Figure 1. Signal wires by layer.
(6 px per um) Two of the layers only.
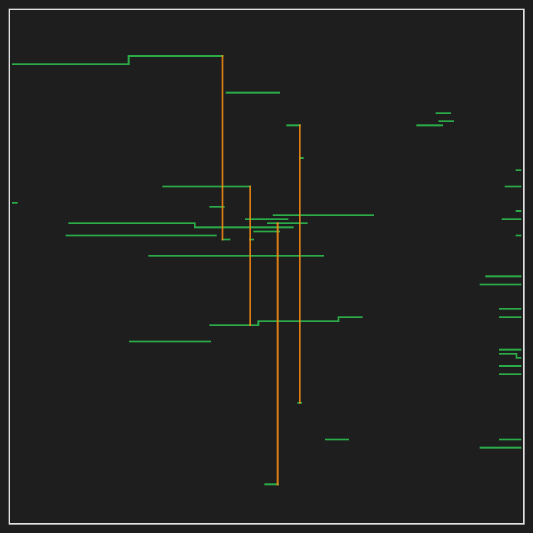
Figure 2. A small window of the routed layout.
Window x 54 to 74, y 54 to 74 um. Cells in gray, sequential cells in the stronger gray; small squares are vias.
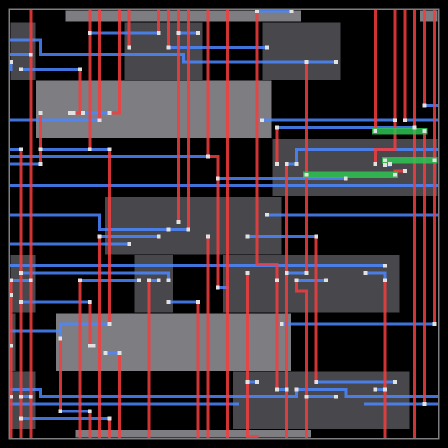
Figure 3. Clock nets.
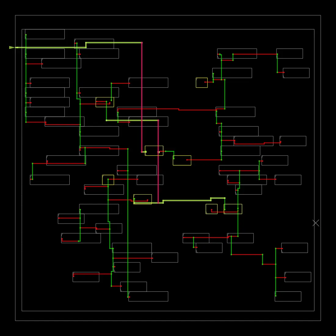
Figure 4. I/O nets highlighted.
(4 px per um)
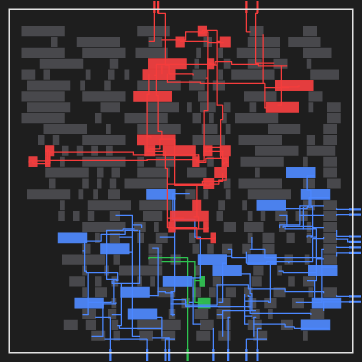
Design bpred_pht16, sky130hd; sources not shown.
==> flow_summary_export.csv <==
group,metric,value,unit
placed_design,post-dp-hpwl,5.89,mm
route,wl_met3,298,um
job,drv_cap,0,
worst_setup_path,cp_max_fo,13,
synth,ys_area,0.00272,mm^2
synth,ys_seq_share,49.2,%
placed_design,dpl_cell_area,0.00308,mm^2
global_route,top_usage_layer,"met2",
clock_network,cts_setup_buffers,0,
sta,min_period_over_period,69.7,%
cells_and_area,clk_share,3.00,%
sta,tightest_slew,0.680,ns
floorplan,nWellTaps,77,
worst_setup_path,end_kind,"flop",
cells_and_area,drive_above_1_share,10.6,%
synth,ys_types,44,
worst_setup_path,cp_slowest_cell,"clkdlybuf4s50_1",
cells_and_area,layout.area.comb,0.00129,mm^2
synth,ys_warn_count,0,
synth,syn_avg_cell_area,11.5,um^2
pwr,p_int,732,uW
clock_network,htree_num_levels,2,
cells_and_area,sh_seq_area,42.3,%
worst_setup_path,worstSetupPathType,"primary input to flop",
cells_and_area,comb_share,40.6,%
synth,topCellsByArea,"edfxtp_1, dfxtp_1, mux4_2, mux4_1, nand2_1",
synth,yosysCellCount,236,
sta,hold_violations,0,
synth,edf_count,32,
pwr,vdd_ir_drop_max,206,uV
status,failed_checks,"DRC",
synth,fp_nets,251,
job,warnings,26,
cells_and_area,inverters,4,
route,met2WireLength,4.10,mm
route,drc,1,
global_route,grtUsageMet1,31.3,%
status,status,"finished with violations",
cells_and_area,comb.multi_input.count,166,
clock_network,cts_sinks,51,
pwr,seqPwrFrac,55.6,%
global_route,grt_max_degree,26,
cells_and_area,stdcell_area,0.00317,mm^2
synth,aoi_share,6.57,%
sta,finalMaxSlewViolations,0,
synth,topCombFamilyByArea,"simple AND/OR/NAND/NOR gates",
worst_setup_path,crit_chain,"clkdlybuf4s50_1 > mux4_1 > a22oi_1 > and3_1 > maj3_2 > nand2_1",
global_route,grt_pass1_vias,2216,
placed_design,dp_slack,0.954,ns
clock_network,cts_buffers,5,
pwr,p_per_area,320,mW/mm^2
clock_network,clockBufferDepth,2,
synth,simple_gate_share,18.7,%
global_route,grt_pass1_wl,12.8,mm
sta,slew_headroom,54.5,%
floorplan,fp_util,42.2,%
synth,netlist_instances,236,
floorplan,core_area,0.00646,mm^2
pwr,pwr-share-clk,30.9,%
worst_setup_path,cp.required,4.26,ns
route,via_per_inst,6.17,
cells_and_area,finish.utilization,49.1,%
pwr,p_seq,564,uW
sta,finalWorstSetupSlack,1.29,ns
global_route,gr-total-overflow,0,
cells_and_area,layout-area-overhead-vs-synth,16.4,%
sta,rsz0062_at_grt,"no",
floorplan,num_rows,29,
cells_and_area,layout.non_clock_buffers,34,
floorplan,die_x,85.5,um
placed_design,gp_congestion,0.789,
cells_and_area,fin_cells,340,
route,final_antenna_net_count,0,
cells_and_area,fillCellCount,645,
worst_hold_path,hold_class,"flop to flop",
worst_setup_path,cp_num_buf_inv,1,
worst_setup_path,r2r_cells,5,
pwr,powerComb,136,uW
global_route,use_met3,3.46,%
cells_and_area,largestClassByArea,"sequential cells",
synth,top_area_share,35.3,%
clock_network,clk_latency,0.32,ns
cells_and_area,mostFrequentLayoutCell,"clkdlybuf4s50_1",
synth,ys.flop_type,"edfxtp_1",
Back to the opening pictures, Figure 1:
layer	color	wire length
metal 3	green	298 um
metal 4	orange	144 um
routed length per instance: 23.4 um
drt total wl: 7.95 mm

Back to the opening pictures, Figure 2:
layer	color
metal 2	red
metal 3	green
metal 1	blue
most frequent	mux4_2 (3)
cells with their middle in the window	12
sequential cells in the window	2

Back to the opening pictures, Figure 3:
Clock buffer cells: 5
FF+latch count: 51
Post-Route Skew: 0.0115 ns

Back to the opening pictures, Figure 4:
port	color	bits	direction	end cells	buffers	wire
`upd_taken`	green	1	input	2	1	55.2 um
`mispred_cnt`	blue	16	output	16	16	793 um
`upd_idx`	red	4	input	26	4	542 um
PortBufs: 33
I/O pin count: 34

Power and IR drop assume default switching activity.
